==> config.mk <==
export PLATFORM = sky130hd
export DESIGN_NAME = lfsr_run_controller
export DESIGN_NICKNAME = d
export VERILOG_FILES = /design/src/rtl/lfsr_ctrl_pkg.sv /design/src/rtl/lfsr_run_controller_tick_prescaler.sv /design/src/rtl/lfsr_run_controller.sv
export SDC_FILE = /design/constraint.sdc
export NUM_CORES = 1
export LEC_CHECK = 0
export ABC_AREA = 1
export CELL_PAD_IN_SITES_DETAIL_PLACEMENT = 1
export CELL_PAD_IN_SITES_GLOBAL_PLACEMENT = 2
export CORE_UTILIZATION = 30
export CTS_CLUSTER_SIZE = 16
export DETAILED_ROUTE_END_ITERATION = 8
export PLACE_DENSITY_LB_ADDON = 0.1
export SLEW_MARGIN = 15
export SYNTH_ARGS = -nofsm -noshare
export SYNTH_HDL_FRONTEND = slang
export SYNTH_SLANG_ARGS = --single-unit
==> constraint.sdc <==
create_clock -name CCLK -period 2.22 [get_ports CCLK]
set_input_delay 0.222 -clock CCLK [delete_from_list [all_inputs] [get_ports CCLK]]
set_output_delay 0.222 -clock CCLK [all_outputs]
set_load 0.1 [all_outputs]
==> src/rtl/lfsr_ctrl_pkg.sv <==
// -----------------------------------------------------------------------------
// lfsr_ctrl_pkg
// Shared definitions for the LFSR pattern-hunt control path: FSM state
// encodings, default step divider and the counter/result width that the
// display controller also uses.
// -----------------------------------------------------------------------------
package lfsr_ctrl_pkg;

  localparam int DEF_TICK_DIV = 5000;  // CCLK cycles per LFSR step
  localparam int DEF_NUM_DET  = 6;     // pattern-detector hit inputs
  localparam int DEF_CW       = 15;    // match counter / result width

  typedef enum logic [2:0] {
    ST_IDLE   = 3'd0,
    ST_LOAD   = 3'd1,
    ST_RUN    = 3'd2,
    ST_HOLD   = 3'd3,
    ST_REPORT = 3'd4
  } state_t;

  // busy covers every state in which a run is in progress
  function automatic logic is_busy(input state_t s);
    return (s == ST_LOAD) || (s == ST_RUN) || (s == ST_HOLD);
  endfunction

endpackage

==> src/rtl/lfsr_run_controller_tick_prescaler.sv <==
// -----------------------------------------------------------------------------
// tick_prescaler
// Single-clock step-enable generator. Counts enabled cycles from 0 to
// TICK_DIV-1; the cycle in which it sits at TICK_DIV-1 with en=1 raises tick
// and wraps the count to 0. clr has priority over en; with en=0 the count is
// frozen.
//
// Ports:
//   CCLK   in   system clock
//   RESET  in   asynchronous active-low reset
//   en     in   advance the count this cycle
//   clr    in   synchronous return to 0
//   tick   out  combinational, high on the wrapping cycle
//   count  out  current prescaler value
// -----------------------------------------------------------------------------
module tick_prescaler
  import lfsr_ctrl_pkg::*;
#(
  parameter int TICK_DIV = DEF_TICK_DIV,
  parameter int PW       = $clog2(TICK_DIV)
) (
  input  logic          CCLK,
  input  logic          RESET,
  input  logic          en,
  input  logic          clr,
  output logic          tick,
  output logic [PW-1:0] count
);

  logic [PW-1:0] r_cnt;
  logic          w_last;

  assign w_last = (r_cnt == PW'(TICK_DIV - 1));
  assign tick   = en && w_last;
  assign count  = r_cnt;

  always_ff @(posedge CCLK or negedge RESET) begin
    if (!RESET) begin
      r_cnt <= '0;
    end else if (clr) begin
      r_cnt <= '0;
    end else if (en) begin
      r_cnt <= w_last ? '0 : r_cnt + PW'(1);
    end
  end

endmodule

==> src/rtl/lfsr_run_controller.sv <==
// -----------------------------------------------------------------------------
// lfsr_run_controller
// Sequencer for the LFSR pattern-hunt datapath. Issues the LFSR seed-load and
// step strobes from a single-clock prescaler, counts detector hits once per
// step, captures the count when the LFSR completes a cycle and holds it for
// the display path until acknowledged.
//
// state  | meaning
// -------+-------------------------------------------------------------
// IDLE   | waiting for ENGAGE
// LOAD   | seed the LFSR, clear count and prescaler
// RUN    | prescaler running, one LFSR step and hit sample per tick
// HOLD   | paused by ENGAGE=0, prescaler and count frozen
// REPORT | result_valid held until result_ack
//
// Ports:
//   CCLK, RESET          clock, asynchronous active-low reset
//   ENGAGE               run request level
//   CLEAR                synchronous abort pulse
//   full_cycle           LFSR back at seed state
//   match_in[NUM_DET]    detector hit flags
//   result_ack           display path consumed result
//   lfsr_load/lfsr_step  one-cycle registered strobes
//   match_count[CW]      live hit count
//   result[CW]           captured count of last completed run
//   result_valid, busy   handshake flag, run-in-progress flag
//   state[3]             current FSM encoding
// -----------------------------------------------------------------------------
module lfsr_run_controller
  import lfsr_ctrl_pkg::*;
#(
  parameter int TICK_DIV = DEF_TICK_DIV,
  parameter int NUM_DET  = DEF_NUM_DET,
  parameter int CW       = DEF_CW
) (
  input  logic               CCLK,
  input  logic               RESET,
  input  logic               ENGAGE,
  input  logic               CLEAR,
  input  logic               full_cycle,
  input  logic [NUM_DET-1:0] match_in,
  input  logic               result_ack,
  output logic               lfsr_load,
  output logic               lfsr_step,
  output logic [CW-1:0]      match_count,
  output logic [CW-1:0]      result,
  output logic               result_valid,
  output logic               busy,
  output logic [2:0]         state
);

  localparam int PSC_W = $clog2(TICK_DIV);

  state_t          r_state;
  state_t          w_next;
  logic            r_load;
  logic            r_step;
  logic [CW-1:0]   r_count;
  logic [CW-1:0]   r_result;
  logic            r_valid;
  logic            r_busy;

  logic [PSC_W-1:0] w_psc_cnt;
  logic             w_psc_last;
  logic             w_psc_en;
  logic             w_psc_clr;
  logic             w_tick;
  logic             w_hit;
  logic             w_capture;
  logic [CW-1:0]    w_count_upd;

  // The prescaler freezes when ENGAGE drops, except on its wrapping cycle:
  // that tick is still honoured so a full_cycle arriving together with the
  // ENGAGE drop reaches REPORT.
  assign w_psc_last = (w_psc_cnt == PSC_W'(TICK_DIV - 1));
  assign w_psc_en   = (r_state == ST_RUN) && (ENGAGE || w_psc_last);
  assign w_psc_clr  = CLEAR || (r_state == ST_LOAD);

  tick_prescaler #(
    .TICK_DIV (TICK_DIV),
    .PW       (PSC_W)
  ) u_prescaler (
    .CCLK  (CCLK),
    .RESET (RESET),
    .en    (w_psc_en),
    .clr   (w_psc_clr),
    .tick  (w_tick),
    .count (w_psc_cnt)
  );

  // Any number of simultaneous detector hits counts as a single hit.
  always_comb begin
    w_hit       = |match_in;
    w_count_upd = r_count;
    if (w_hit && !(&r_count)) begin
      w_count_upd = r_count + CW'(1);
    end
    w_capture = (r_state == ST_RUN) && w_tick && full_cycle;
  end

  always_comb begin
    w_next = r_state;
    case (r_state)
      ST_IDLE: begin
        if (ENGAGE) w_next = ST_LOAD;
      end
      ST_LOAD: begin
        w_next = ST_RUN;
      end
      ST_RUN: begin
        if (w_capture)    w_next = ST_REPORT;
        else if (!ENGAGE) w_next = ST_HOLD;
      end
      ST_HOLD: begin
        if (ENGAGE) w_next = ST_RUN;
      end
      ST_REPORT: begin
        if (result_ack) w_next = ENGAGE ? ST_LOAD : ST_IDLE;
      end
      default: begin
        w_next = ST_IDLE;
      end
    endcase
    if (CLEAR) w_next = ST_IDLE;
  end

  always_ff @(posedge CCLK or negedge RESET) begin
    if (!RESET) begin
      r_state  <= ST_IDLE;
      r_load   <= 1'b0;
      r_step   <= 1'b0;
      r_count  <= '0;
      r_result <= '0;
      r_valid  <= 1'b0;
      r_busy   <= 1'b0;
    end else if (CLEAR) begin
      r_state  <= ST_IDLE;
      r_load   <= 1'b0;
      r_step   <= 1'b0;
      r_count  <= '0;
      r_result <= '0;
      r_valid  <= 1'b0;
      r_busy   <= 1'b0;
    end else begin
      r_state <= w_next;
      r_busy  <= is_busy(w_next);
      r_load  <= (r_state == ST_LOAD);
      r_step  <= w_tick;

      if (r_state == ST_LOAD) begin
        r_count <= '0;
      end else if (w_tick) begin
        r_count <= w_count_upd;
      end

      if (w_capture) begin
        r_result <= w_count_upd;
        r_valid  <= 1'b1;
      end else if ((r_state == ST_REPORT) && result_ack) begin
        r_valid <= 1'b0;
      end
    end
  end

  assign lfsr_load    = r_load;
  assign lfsr_step    = r_step;
  assign match_count  = r_count;
  assign result       = r_result;
  assign result_valid = r_valid;
  assign busy         = r_busy;
  assign state        = r_state;

endmodule

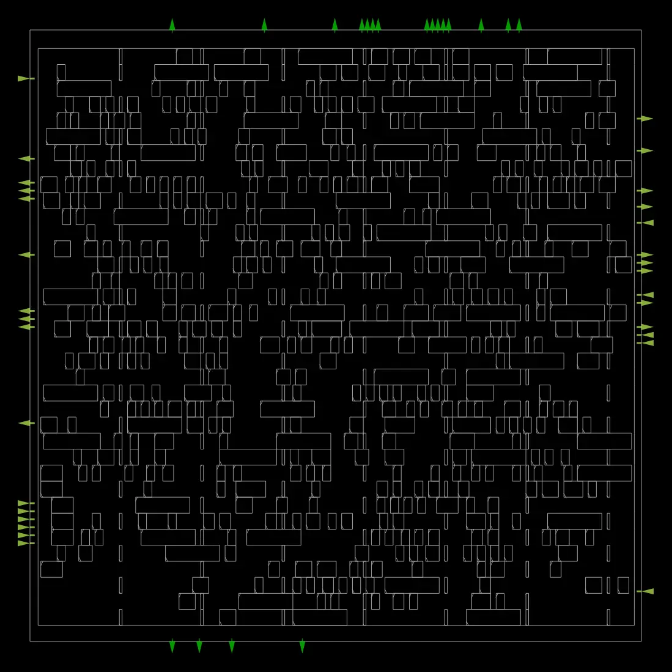
run_1/placement.png
Seq/total area: 32.95%
# rows: 36
Finished Layout Cells: 637
# fillers: 1275

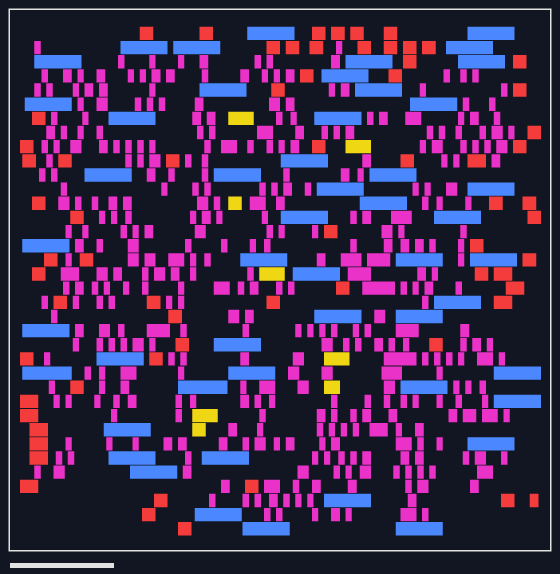
run_1/placement_by_type.png
The bar under the picture is 20 um long.
| colour | class | cells |
|---|---|---|
| blue | flops | 50 |
| magenta | combinational and other logic | 380 |
| red | other buffers and delay cells | 66 |
| yellow | clock drivers and dummy loads | 8 |

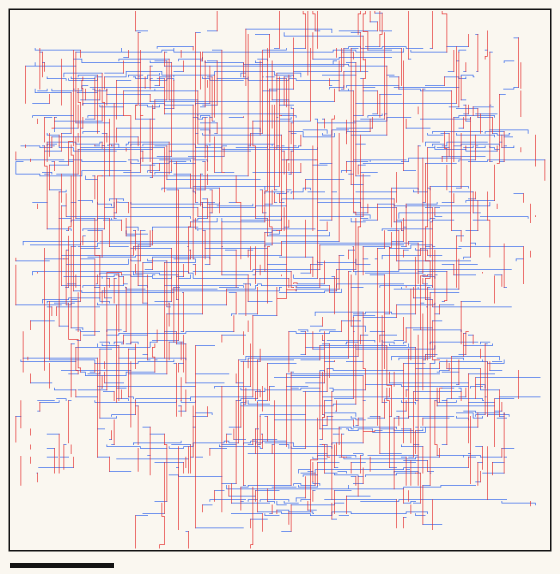
run_1/wires.png
The bar under the picture is 20 um long. Only two layers are drawn.
| colour | layer | wire length |
|---|---|---|
| blue | metal 1 | 4870 um |
| red | metal 2 | 4420 um |

==> GITHUB_STEP_SUMMARY, run 1 <==
### Metrics collected by this job

| Metric | Value |
|---|---|
| Status | `complete, no violations` |
| Crit path DRT | `2.49 ns` |
| Cells after DPL | `around 630` |
| Area fraction in compound gates | `between 3 and 4%` |
| DRC | `0` |
| Largest fanout on the critical path | `14` |
| Core Region | `approximately 10000 um^2` |
| Clock root cell | `clkbuf_8` |
| CTS Buf Count | `5` |
| Max Clk Rate | `between 500 and 600 MHz` |
| Basic Gates by Area | `44.61%` |
| Initial antenna violation count | `0` |
| Pre-antenna DRT Iters | `4` |
| H-tree depth | `2` |
| Total power | `1.729 mW` |
| Seq cells post-synth | `roughly 50` |
| Metal3 WL | `between 200 and 300 um` |
| Top-count cell post-synth | `nand2_1` |
| First-pass GRT wire length | `~16000 um` |
| R2R Setup Slk | `0.26 ns` |
| Synth Instances | `roughly 440` |
| Mapped Nets | `roughly 450` |
run 1: area by class of cell:
class,instances,area [um^2]
tap,133,166.4
fill,1275,6105
clock inverter,3,23.77
multi-input combinational,333,1595
inverter,47,178.9
sequential,50,1254
timing repair buffer,66,518.0
clock buffer,5,68.82
run 1: timing repair:
action / 4_1_cts / 5_1_grt
buffers inserted: 0 / 0
gates resized: 1 / 0
endpoints found under the setup margin: 1 / 0
run 1: critical path, cell delays in order, from the launching register on:
cell,delay (ns)
dfrtp_1,0.43
ha_1,0.30
nand2_2,0.11
inv_2,0.07
nand2_1,0.07
nor2_2,0.14
nand4_2,0.13
nor2_4,0.36
nand3_1,0.21
nand2_1,0.10
==> inputs of run 2 (changes only) <==
Settings changed: CORE_ASPECT_RATIO set to 1.2.
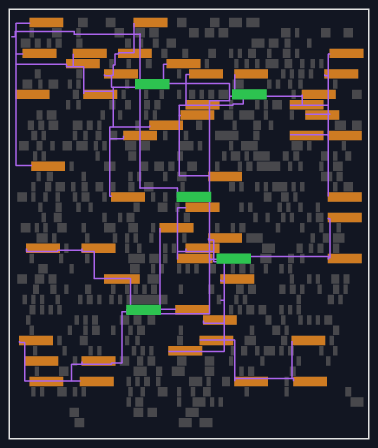
run_2/clk_routes.png
[green] clock drivers | count: 5
[orange] flip-flops | count: 50
[purple] clock wires | length: 834 um
flops lie: widely spread
routed clock nets: 6

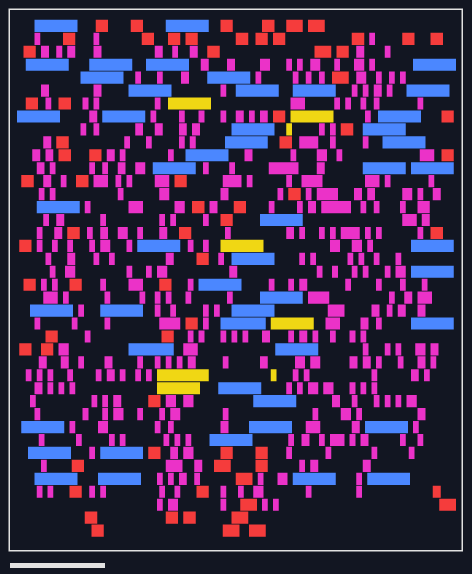
run_2/placement_by_type.png
The bar under the picture is 20 um long.
Seq/total area: 32.09%
Util after Layout: 38.83%
final instance area: 3906 um^2
Core Region: 10060 um^2
# rows: 40

==> run 2 against run 1 <==
Compared with the run above: total power rose by 17%; die size barely moved; clock power rose by 49%; sequential power barely moved.
==> GITHUB_STEP_SUMMARY, run 2 <==
### Metrics collected by this job

| Metric | Value |
|---|---|
| Max Clk Rate | `509.8 MHz (was 510.2 MHz)` |
| R2R Setup Slk | `0.26 ns (about the same)` |
| Largest fanout on the critical path | `14 (unchanged)` |
| Top delay family on crit path | `simple AND/OR/NAND/NOR gates (unchanged)` |
| DRC | `0 (unchanged)` |
| Initial antenna violation count | `0 (unchanged)` |
| H-tree depth | `2 (unchanged)` |
| Basic Gates by Area | `44.61% (unchanged)` |
| Pre-antenna DRT Iters | `4 (unchanged)` |
| CTS Buf Count | `5 (unchanged)` |
| Mapped Nets | `454 (unchanged)` |
| WP buf/inv | `1 (unchanged)` |
| CP Cell Sequence | `ha_1 > nand2_2 > inv_2 > nand2_1 > nor2_2 > nand4_2 > nor2_4 > nand3_1 > nand2_1 (unchanged)` |
| Seq cells post-synth | `50 (unchanged)` |
| Setup Fix Bufs, Post-CTS | `0 (unchanged)` |
| First-pass GRT wire length | `16500 um (was 16170 um)` |
| CP Depth | `9 (unchanged)` |
| Status | `complete, no violations (unchanged)` |
| Most frequent CP cell | `nand2_1 (unchanged)` |
| Top-count cell post-synth | `nand2_1 (unchanged)` |
| Cells after DPL | `626 (was 629)` |
| Finished Layout Cells | `635 (was 637)` |
-- run 2: cell counts after synthesis --
No cell type changed its count.
-- run 2: kinds of logic (layout without fill, tap and decap cells) --
family,after synthesis,after routing
buf+inv,57,126
simple gates,306,306
flops,50,50
fa+ha+maj,2,2
xor+xnor,9,9
compound gates,16,16
-- run 2: final cells by class --
| type | count | area (um^2) |
|---|---|---|
| Tap cell | 126 | 157.7 |
| Fill cell | 1285 | 6153 |
| Clock buffer | 7 | 132.6 |
| Timing Repair Buffer | 71 | 558.0 |
| Clock inverter | 1 | 30.03 |
| Sequential cell | 50 | 1254 |
| Inverter | 47 | 178.9 |
| Multi-Input combinational cell | 333 | 1595 |
-- run 2: power by group --
group / internal (mW) / switching [mW]
registers: 0.919 / 0.00619
clock network: 0.534 / 0.349
logic: 0.0529 / 0.159
==> inputs of run 3 (changes only) <==
Settings changed: SETUP_SLACK_MARGIN set to 0.3, SLEW_MARGIN 15 to not set.
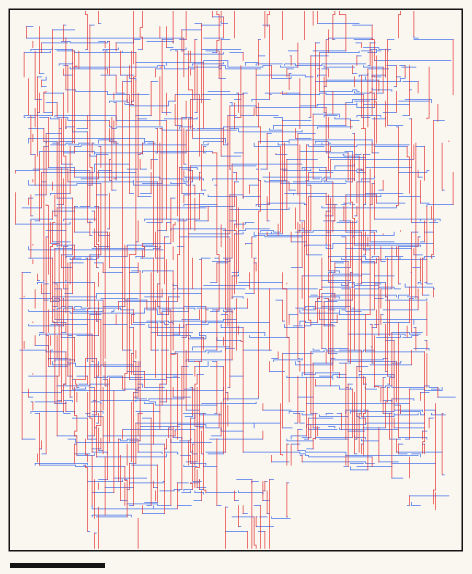
run_3/wires.png
The bar under the picture is 20 um long. Only two layers are drawn.
| colour | layer | wire length |
|---|---|---|
| red | metal 2 | 5650 um |
| blue | metal 1 | 4390 um |

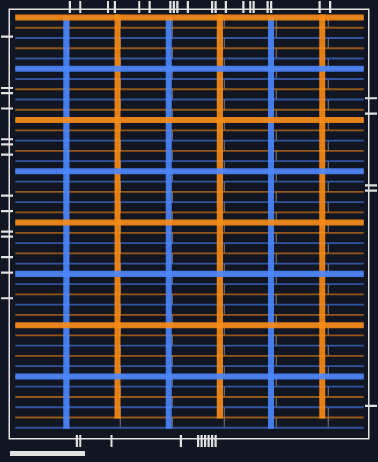
run_3/power_grid.png
The bar under the picture is 20 um long. Pins as bars on the die edge. Tap cells in grey.
| colour | net |
|---|---|
| orange | VDD |
| blue | VSS |
met4 straps: 6
rows: 40
met5 straps: 8
tap cells: 126

==> run 3 against run 2 <==
Compared with the run above: worst setup slack gained 0.15 ns; hold slack gained 0.034 ns; via count grew 0.43%; critical path type unchanged; highest routed layer unchanged.
==> GITHUB_STEP_SUMMARY, run 3 <==
### Metrics collected by this job

| Metric | Value |
|---|---|
| Status | `complete, no violations (unchanged)` |
| Mapped Nets | `454 (unchanged)` |
| Cells after DPL | `618 (was 626)` |
| Crit path DRT | `2.39 ns (was 2.45 ns)` |
| Tap Cells | `126 (unchanged)` |
| # rows | `40 (unchanged)` |
| Top power group | `registers (unchanged)` |
| Sequential Power | `0.926 mW (about the same)` |
| # fillers | `1272 (was 1285)` |
| Flop count | `50 (unchanged)` |
| FF+latch area | `1275 um^2 (was 1254 um^2)` |
| P_int | `1.509 mW (was 1.506 mW)` |
| Pre-antenna DRT Iters | `4 (unchanged)` |
| Clock-net power | `0.910 mW (was 0.883 mW)` |
| Basic Gates by Area | `44.61% (unchanged)` |
| Clock share of power | `44.3% (was 43.7%)` |
| CTS Buf Count | `5 (unchanged)` |
| Combinational power | `0.216 mW (was 0.212 mW)` |
| Initial antenna violation count | `0 (unchanged)` |
| DRC | `0 (unchanged)` |
| Area fraction in compound gates | `3.301% (unchanged)` |
| Max Clk Rate | `553.1 MHz (was 509.8 MHz)` |
| Critical-path top delay cell | `dfrtp_4 (was dfrtp_1)` |
| Inverters, non-clock | `47 (unchanged)` |
| Seq cells post-synth | `50 (unchanged)` |
| Largest class | `combinational gates (unchanged)` |
| Largest fanout on the critical path | `13 (was 14)` |
| Top delay family on crit path | `simple AND/OR/NAND/NOR gates (unchanged)` |
| Top-count cell post-synth | `nand2_1 (unchanged)` |
| Clock root cell | `clkbuf_16 (unchanged)` |
| Net switching power | `0.5421 mW (was 0.5145 mW)` |
| CP Cell Sequence | `ha_1 > inv_1 > nor2_2 > buf_4 > nand4_1 > nand2_4 > nand2_1 > nand2_1 > o21ai_0 (was ha_1 > nand2_2 > inv_2 > nand2_1 > nor2_2 > nand4_2 > nor2_4 > nand3_1 > nand2_1)` |
| Signal buf overhead | `14.11% (was 14.29%)` |
| Core Region | `10060 um^2 (unchanged)` |
[run 3: cell counts after synthesis]
No cell type changed its count.
[run 3: metrics by stage]
stage	hold WS [ns]	total power, mW	util, %
3_3_place_gp	0.2429	1.160	36.82
2_1_floorplan	-0.07359	1.075	-
5_1_grt	0.4679	2.137	39.33
4_1_cts	0.4567	2.093	38.97
6_report	0.4470	2.051	39.33
3_5_place_dp	0.2374	1.162	36.82
[run 3: routing by layer]
layer	share of wire, %	GRT usage (%)
met1	42	24.46
met2	54	38.75
met3	1.9	2.933
met4	1.2	5.455
met5	0	0
[run 3: logic make-up after synthesis]
logic type / after synthesis
AND/OR/NAND/NOR: 306
buffers and inverters: 57
flip-flops: 50
AND-OR/OR-AND: 16
XOR/XNOR: 9
adder cells (fa/ha/maj): 2
Power and IR drop assume default switching activity.
